==> images/final_congestion.png <==
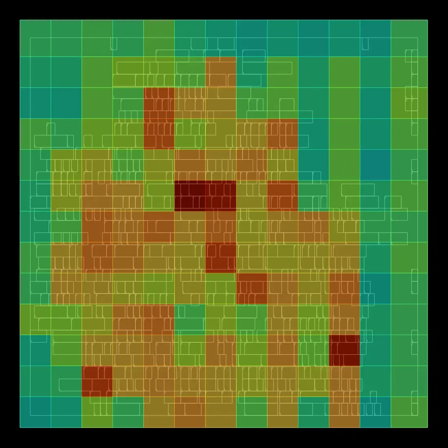
==> images/drive_strength.png <==
Drawn at 4 px/um.
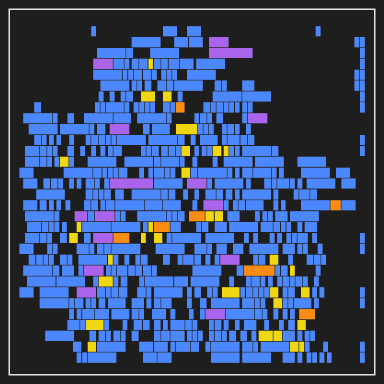
==> images/zoom.png <==
Region (10, 56) to (35, 81) um. Cells in grey, sequential cells in the stronger grey; small squares are vias.
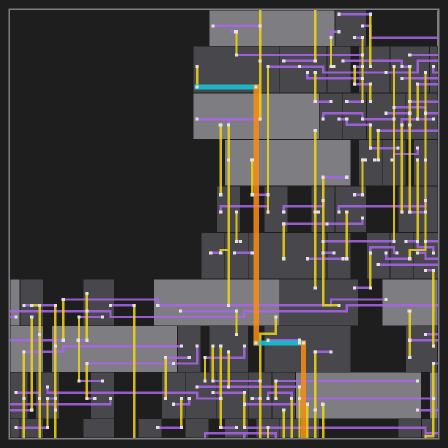
==> images/cell_classes.png <==
Drawn at 4 px/um.
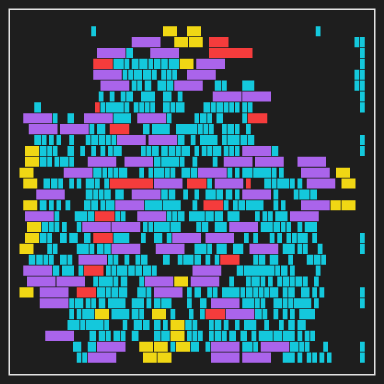
==> images/met1.png <==
Drawn at 4 px/um.
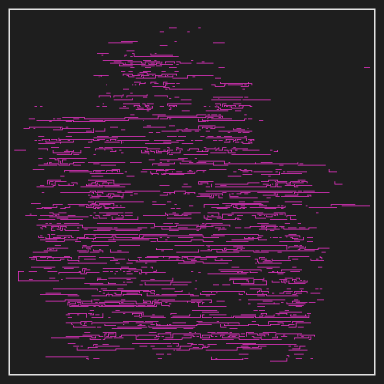
==> src/rtl/bpsk_pkg.sv <==
// Shared types and defaults for the BPSK transmit scheduler.
// Frame sequencing states and the 180-degree phase constant for a 32-bit DDS.
package bpsk_pkg;

    typedef enum logic [1:0] {
        IDLE     = 2'd0,
        PREAMBLE = 2'd1,
        DATA     = 2'd2,
        TAIL     = 2'd3
    } state_t;

    localparam logic [31:0] PHASE_PI = 32'h8000_0000;

    localparam int DEF_SYM_LEN    = 100;
    localparam int DEF_PRE_BITS   = 32;
    localparam int DEF_GUARD_SYMS = 2;

endpackage

==> src/rtl/bpsk_tx_sched_sym_timer.sv <==
// Symbol timer: counts clocks within a symbol while enabled.
// Flags the first cycle (strobe) and the last cycle (wrap) of each symbol.
module bpsk_sym_timer #(
    parameter int SYM_LEN = 100,
    parameter int CW      = $clog2(SYM_LEN)
) (
    input  logic          clk,
    input  logic          rst,
    input  logic          en,
    output logic [CW-1:0] cnt,
    output logic          strobe,
    output logic          wrap
);

    localparam logic [CW-1:0] LAST = CW'(SYM_LEN - 1);

    always_ff @(posedge clk) begin
        if (rst || !en) begin
            cnt <= '0;
        end else if (wrap) begin
            cnt <= '0;
        end else begin
            cnt <= cnt + 1'b1;
        end
    end

    assign strobe = en && (cnt == '0);
    assign wrap   = en && (cnt == LAST);

endmodule

==> src/rtl/bpsk_tx_sched.sv <==
// BPSK frame scheduler: preamble, MSB-first payload and guard tail,
// driving the DDS phase offset and carrier enable one symbol at a time.
module bpsk_tx_sched
    import bpsk_pkg::*;
#(
    parameter int SYM_LEN    = DEF_SYM_LEN,
    parameter int PRE_BITS   = DEF_PRE_BITS,
    parameter int GUARD_SYMS = DEF_GUARD_SYMS,
    parameter int PHASE_W    = 32
) (
    input  logic               clk,
    input  logic               rst,
    input  logic               start,
    input  logic [7:0]         frame_len,
    input  logic [7:0]         byte_data,
    input  logic               byte_valid,
    output logic               byte_ready,
    output logic [PHASE_W-1:0] phase_off,
    output logic               sym_bit,
    output logic               sym_strobe,
    output logic               carrier_en,
    output logic               busy,
    output logic               done,
    output logic               underrun
);

    localparam int CW = $clog2(SYM_LEN);
    localparam int PW = $clog2(PRE_BITS + 1);
    localparam int GW = $clog2(GUARD_SYMS + 1);
    localparam logic [PW-1:0]      PRE_LAST   = PW'(PRE_BITS - 1);
    localparam logic [GW-1:0]      GUARD_LAST = GW'(GUARD_SYMS - 1);
    localparam logic [PHASE_W-1:0] PI_OFF     = {1'b1, {(PHASE_W-1){1'b0}}};

    state_t        state;
    state_t        state_next;
    logic [CW-1:0] sym_cnt;
    logic          sym_wrap;
    logic [PW-1:0] pre_idx;
    logic [GW-1:0] guard_idx;
    logic [10:0]   data_cnt;
    logic [10:0]   data_total;
    logic [7:0]    len_reg;
    logic [7:0]    fetch_left;
    logic [7:0]    hold;
    logic          hold_full;
    logic [7:0]    shreg;
    logic          aborted;

    logic          frame_go;
    logic          accept;
    logic          pre_last;
    logic          data_last;
    logic          guard_last;
    logic          load_due;
    logic          have_byte;
    logic          bypass;
    logic          pop;
    logic          underrun_now;
    logic [7:0]    load_src;

    bpsk_sym_timer #(
        .SYM_LEN(SYM_LEN),
        .CW     (CW)
    ) u_timer (
        .clk   (clk),
        .rst   (rst),
        .en    (busy),
        .cnt   (sym_cnt),
        .strobe(sym_strobe),
        .wrap  (sym_wrap)
    );

    assign busy       = (state != IDLE);
    assign carrier_en = busy;
    assign byte_ready = !hold_full && (fetch_left != 8'd0)
                        && ((state == PREAMBLE) || (state == DATA));
    assign accept     = byte_valid && byte_ready;
    assign frame_go   = (state == IDLE) && start && (frame_len != 8'd0);

    assign data_total = {len_reg, 3'b000};
    assign pre_last   = (pre_idx == PRE_LAST);
    assign data_last  = (data_cnt == data_total - 11'd1);
    assign guard_last = (guard_idx == GUARD_LAST);

    // A byte load happens on the edge that starts the next data symbol group;
    // a byte arriving in that very cycle is passed straight into the shifter.
    assign load_due     = sym_wrap && (((state == PREAMBLE) && pre_last) ||
                          ((state == DATA) && (data_cnt[2:0] == 3'd7) && !data_last));
    assign have_byte    = hold_full || accept;
    assign load_src     = hold_full ? hold : byte_data;
    assign bypass       = load_due && !hold_full && accept;
    assign pop          = load_due && hold_full;
    assign underrun_now = load_due && !have_byte;

    always_ff @(posedge clk) begin
        if (rst) begin
            state <= IDLE;
        end else begin
            state <= state_next;
        end
    end

    always_comb begin
        state_next = state;
        case (state)
            IDLE:     if (frame_go) state_next = PREAMBLE;
            PREAMBLE: if (sym_wrap && pre_last) state_next = have_byte ? DATA : TAIL;
            DATA:     if (sym_wrap && (data_last || underrun_now)) state_next = TAIL;
            TAIL:     if (sym_wrap && guard_last) state_next = IDLE;
            default:  state_next = IDLE;
        endcase
    end

    always_comb begin
        sym_bit = 1'b0;
        case (state)
            PREAMBLE: sym_bit = ~pre_idx[0];
            DATA:     sym_bit = shreg[7];
            default:  sym_bit = 1'b0;
        endcase
    end

    assign phase_off = sym_bit ? PI_OFF : '0;

    always_ff @(posedge clk) begin
        if (rst) begin
            len_reg    <= '0;
            fetch_left <= '0;
            hold       <= '0;
            hold_full  <= 1'b0;
            shreg      <= '0;
            pre_idx    <= '0;
            data_cnt   <= '0;
            guard_idx  <= '0;
            aborted    <= 1'b0;
            done       <= 1'b0;
            underrun   <= 1'b0;
        end else begin
            done     <= 1'b0;
            underrun <= 1'b0;

            if (frame_go) begin
                len_reg    <= frame_len;
                fetch_left <= frame_len;
                hold_full  <= 1'b0;
                pre_idx    <= '0;
                data_cnt   <= '0;
                guard_idx  <= '0;
                aborted    <= 1'b0;
            end

            if (accept) begin
                fetch_left <= fetch_left - 8'd1;
            end
            if (accept && !bypass) begin
                hold      <= byte_data;
                hold_full <= 1'b1;
            end else if (pop) begin
                hold_full <= 1'b0;
            end

            if (load_due && have_byte) begin
                shreg <= load_src;
            end else if ((state == DATA) && sym_wrap) begin
                shreg <= {shreg[6:0], 1'b0};
            end

            if ((state == PREAMBLE) && sym_wrap) begin
                pre_idx <= pre_last ? '0 : pre_idx + 1'b1;
            end
            if ((state == DATA) && sym_wrap) begin
                data_cnt <= data_cnt + 11'd1;
            end

            // Starved load: the rest of the frame is abandoned, so stop fetching.
            if (underrun_now) begin
                aborted    <= 1'b1;
                fetch_left <= '0;
            end

            if ((state == TAIL) && sym_wrap) begin
                if (guard_last) begin
                    guard_idx <= '0;
                    done      <= 1'b1;
                    underrun  <= aborted;
                end else begin
                    guard_idx <= guard_idx + 1'b1;
                end
            end
        end
    end

endmodule

==> config.mk <==
export PLATFORM = sky130hd
export DESIGN_NAME = bpsk_tx_sched
export DESIGN_NICKNAME = d
export VERILOG_FILES = /design/src/rtl/bpsk_pkg.sv /design/src/rtl/bpsk_tx_sched_sym_timer.sv /design/src/rtl/bpsk_tx_sched.sv
export SDC_FILE = /design/constraint.sdc
export NUM_CORES = 1
export LEC_CHECK = 0
export ABC_AREA = 1
export CAP_MARGIN = 15
export CORE_MARGIN = 2
export CORE_UTILIZATION = 50
export CTS_BUF_LIST = sky130_fd_sc_hd__clkbuf_8 sky130_fd_sc_hd__clkbuf_16
export DETAILED_ROUTE_END_ITERATION = 7
export PLACE_DENSITY = 0.84
export SETUP_SLACK_MARGIN = 0.02
export SLEW_MARGIN = 15
export SYNTH_ARGS = -nofsm -noshare
export SYNTH_HDL_FRONTEND = slang
export SYNTH_SLANG_ARGS = --single-unit
==> constraint.sdc <==
create_clock -name clk -period 6.65 [get_ports clk]
set_clock_uncertainty 0.15 [all_clocks]
set_input_delay 1.33 -clock clk [delete_from_list [all_inputs] [get_ports clk]]
set_output_delay 1.33 -clock clk [all_outputs]
set_load 0.02 [all_outputs]
==> impl_table.tex <==
% Generated from flow reports
\begin{tabular}{lr}
\hline
Metric & Value \\
\hline
\multicolumn{2}{l}{\textbf{Outcome}} \\
Status & finished clean \\
\multicolumn{2}{l}{\textbf{Power}} \\
Power share of the clock group & 25.0\% \\
Power Internal & between 0.9 and 1 mW \\
Total clock network power & 0.385 mW \\
Worst vdd rail ir drop & about 0.00022 V \\
Power drawn by the sequential cells & 0.495 mW \\
Combinational group share of total power & 42.8\% \\
Overall power after layout & 1.54 mW \\
Static Leakage & around 1.7 nW \\
Sequential power share & 32.2\% \\
Ratio of total power to cell area & 369 nW/um\^{}2 \\
Fraction of power spent switching nets & 40.0\% \\
Comb. pwr & 0.657 mW \\
\multicolumn{2}{l}{\textbf{STA}} \\
Max Freq & 0.261 GHz \\
Accumulated negative setup slack & 0 ns \\
Share of the clock period used by the worst path & 57.7\% \\
Setup repair after global routing missed its margin & false \\
Worst hold margin & slightly below 0.3 ns \\
Setup violators final & 0 \\
Post-route setup slack & 2.82 ns \\
Hold Violations, Final & 0 \\
Number of slew-limit violations in the final report & 0 \\
Rel. slew slack & 51.0\% \\
\multicolumn{2}{l}{\textbf{Critical path}} \\
Logic depth of the worst path, buffers included & 8 \\
Critical path buffer and inverter count & 2 \\
Crit Path Class & primary input to flip-flop \\
Flop-to-flop setup slack & around 3.8 ns \\
Worst stage delay on the critical path & about 0.52 ns \\
Reg-to-Reg End & data\_cnt[3] \\
Family of cells with the greatest summed delay on the critical path & simple AND/OR/NAND/NOR gates \\
Worst flop-to-flop path startpoint & state[0] \\
Data arrival, critical path & 3.94 ns \\
Cell with the biggest individual delay on the critical path & nand3\_1 \\
CP required & $\sim$6.8 ns \\
Maximum net fanout on the critical path & 21 \\
CP Capture Type & flip-flop \\
Most numerous cell on the critical path & nand2\_1 \\
\multicolumn{2}{l}{\textbf{Synth}} \\
Share of synthesized cell area in full adder, half adder and majority cells & 3.97\% \\
Basic-gate share of the synthesized area counting and, or, nand and nor cells & 30.4\% \\
Mapped Area & 3780 um\^{}2 \\
Post-synthesis register bit count & 64 \\
Multiplexer fraction of the synthesized cell area & 0\% \\
Largest area contributor in the netlist & dfxtp\_1 \\
Synth warnings & 0 \\
Count of distinct cell types in the synthesized netlist & between 40 and 50 \\
Average cell area after synthesis & approximately 7 um\^{}2 \\
Area reported by Yosys stat & roughly 3800 um\^{}2 \\
Async S/R FF share, synth & 0\% \\
Synth Area in Compound Gates & 13.4\% \\
Top cells by area & dfxtp\_1, nand2\_1, buf\_4, inv\_1, nand3\_1 \\
Leading register cell type out of synthesis & dfxtp\_1 \\
Logic family by area & simple AND/OR/NAND/NOR gates \\
\multicolumn{2}{l}{\textbf{Cells and area}} \\
Non-clock buffer contribution to total cell area & under 10\% \\
Diodes inserted & 0 \\
Fraction of standard cell area in multi-input logic & approximately half \\
Final design area excluding fillers & 4170 um\^{}2 \\
Post-layout instance count excluding filler cells & roughly 660 \\
Proportion of cell area occupied by registers & 30.7\% \\
Flip-flop and latch count & 64 \\
Clock buffer count in the final layout & 12 \\
Relative area of clock buffers and inverters in the final design & 5.58\% \\
Area used by sequential logic in the layout & 1280 um\^{}2 \\
Fill cells & 675 \\
Share of layout cells above drive strength 1 & a little under a tenth \\
Biggest cell category by area in the final layout & logic gates \\
Non-clock buffers & 28 \\
Non-clock inverters & between 60 and 70 \\
Number of nets in the final layout & roughly 580 \\
\multicolumn{2}{l}{\textbf{Detailed routing}} \\
Routed via count divided by cell count & 5.17 \\
DR iter-0 viols & approximately 140 \\
TritonRoute pass-1 iters & 4 \\
Highest metal layer used by the detailed router & met4 \\
Post-route met1 wirelength & about 3500 um \\
DR DRC count & 0 \\
Final wirelength & 7820 um \\
Met2 routed wirelength & 3730 um \\
Detailed-route via count & approximately 3400 \\
\multicolumn{2}{l}{\textbf{Clock network}} \\
Hold\_buf cts & 0 \\
Deepest level of the CTS H-tree & 3 \\
Latest clock arrival within the worst-skew pair & 0.36 ns \\
Buffer cell driving the clock tree root & clkbuf\_8 \\
Post-CTS setup repair buffer count & 0 \\
Clock-pin slew reported for the worst setup and hold paths after clock tree synthesis & $\sim$0.070 ns \\
Cts repair resizes & 0 \\
TritonCTS buffer count & 9 \\
CTS tree & built \\
Clk sinks & between 60 and 70 \\
\multicolumn{2}{l}{\textbf{Hold path}} \\
Worst Min Path Start & guard\_idx[1] \\
Sink of the worst hold path & guard\_idx[1] \\
Number of instances on the worst hold path & 2 \\
Type of the tightest min-delay check & flip-flop to flip-flop \\
\multicolumn{2}{l}{\textbf{Global routing}} \\
Antenna violations before repair & 0 \\
Met1 usage in global routing & 23.3\% \\
Met3 track utilization from global routing & approximately 3.3\% \\
Pin count of the biggest net entering global routing & 34 \\
First-pass GRT wire length & 13500 um \\
\multicolumn{2}{l}{\textbf{Floorplanning}} \\
Count of standard-cell rows & 31 \\
Placeable Area & 7290 um\^{}2 \\
Tap cell instance count & 99 \\
Starting density of the core & roughly half \\
Chip Area & 8280 um\^{}2 \\
Horizontal die dimension & 91.0 um \\
\multicolumn{2}{l}{\textbf{Job}} \\
Total number of warnings across the stage logs & 31 \\
\# Max-Cap Violations & 0 \\
\multicolumn{2}{l}{\textbf{Placed design}} \\
Placed cell areas & around 3900 um\^{}2 \\
Number of buffers added on ports & 27 \\
\hline
\end{tabular}
-- final_congestion.png (at the start) --
final core utilization: 57.2%
wire per inst: 11.9 um
met2 track demand over resource: 33.5%

-- drive_strength.png (at the start) --
| size | colour | cells | share | most used |
|---|---|---|---|---|
| drive 1 or less | blue | 504 | 90% | nand2_1 |
| drive 2 | yellow | 31 | 5.6% | nand2_2 |
| drive 6 and up | purple | 15 | 2.7% | clkbuf_8 |
| drive 3 to 4 | orange | 7 | 1.3% | nand2_4 |

-- zoom.png (at the start) --
| layer | colour |
|---|---|
| met2 | yellow |
| met4 | orange |
| met1 | purple |
| met3 | cyan |
netlist names of flops here include: u_timer.cnt (3), shreg (2)
cells with their middle in the window: 46
most frequent: nand2_1 (11), inv_1 (8), dfxtp_1 (6)
sequential cells in the window: 6

-- cell_classes.png (at the start) --
| class | colour | cells | share of their area |
|---|---|---|---|
| clock drivers and dummy loads | red | 16 | 5.8% |
| all other logic | cyan | 449 | 56% |
| flip-flops | purple | 64 | 32% |
| other buffers and delay cells | yellow | 28 | 6.9% |

-- met1.png (at the start) --
main direction: horizontal
longest straight run: 22.5 um
wire length on this layer: 3520 um

==> synthesized netlist by cell type, types with 2 or more instances <==
cell type  count
clkbuf_1       6
buf_2          5
o21ai_1        2
o21ai_0       11
buf_4         34
nand2_2       11
a22oi_1        2
xnor2_1        5
nor3_1         9
nor3b_1        3
xor2_1         6
inv_2          8
inv_1         51
nand2_1      128
nor3_2         3
a311oi_1       2
a31oi_1       11
nand2_4        3
nor2_2         5
dfxtp_1       64
nand4_1        3
a211oi_1       4
buf_6          3
o211ai_1       2
nor2_1        40
ha_1          12
nor4_1         6
a21oi_1       36
nand3_1       37
a221oi_1       4
==> layout by cell type, fill, tap and decap left out, types with 2 or more instances in the layout <==
| cell type | Yosys | routed |
|---|---|---|
| a22oi_1 | 2 | 2 |
| nor2_1 | 40 | 40 |
| nand2_1 | 128 | 128 |
| clkdlybuf4s50_1 | 0 | 27 |
| a221oi_1 | 4 | 4 |
| xor2_1 | 6 | 6 |
| clkbuf_8 | 0 | 12 |
| inv_2 | 8 | 8 |
| nor3_2 | 3 | 3 |
| nand3_1 | 37 | 37 |
| a211oi_1 | 4 | 4 |
| a31oi_1 | 11 | 11 |
| o211ai_1 | 2 | 2 |
| nor3_1 | 9 | 9 |
| nor4_1 | 6 | 6 |
| nand4_1 | 3 | 3 |
| o21ai_1 | 2 | 2 |
| conb_1 | 1 | 31 |
| ha_1 | 12 | 12 |
| inv_1 | 51 | 53 |
| o21ai_0 | 11 | 11 |
| nand2_2 | 11 | 11 |
| nand2_4 | 3 | 3 |
| xnor2_1 | 5 | 5 |
| dfxtp_1 | 64 | 64 |
| bufinv_16 | 0 | 2 |
| a21oi_1 | 36 | 36 |
| nor2_2 | 5 | 5 |
| nor3b_1 | 3 | 3 |
| a311oi_1 | 2 | 2 |
Power is estimated from default activity; no workload was simulated.
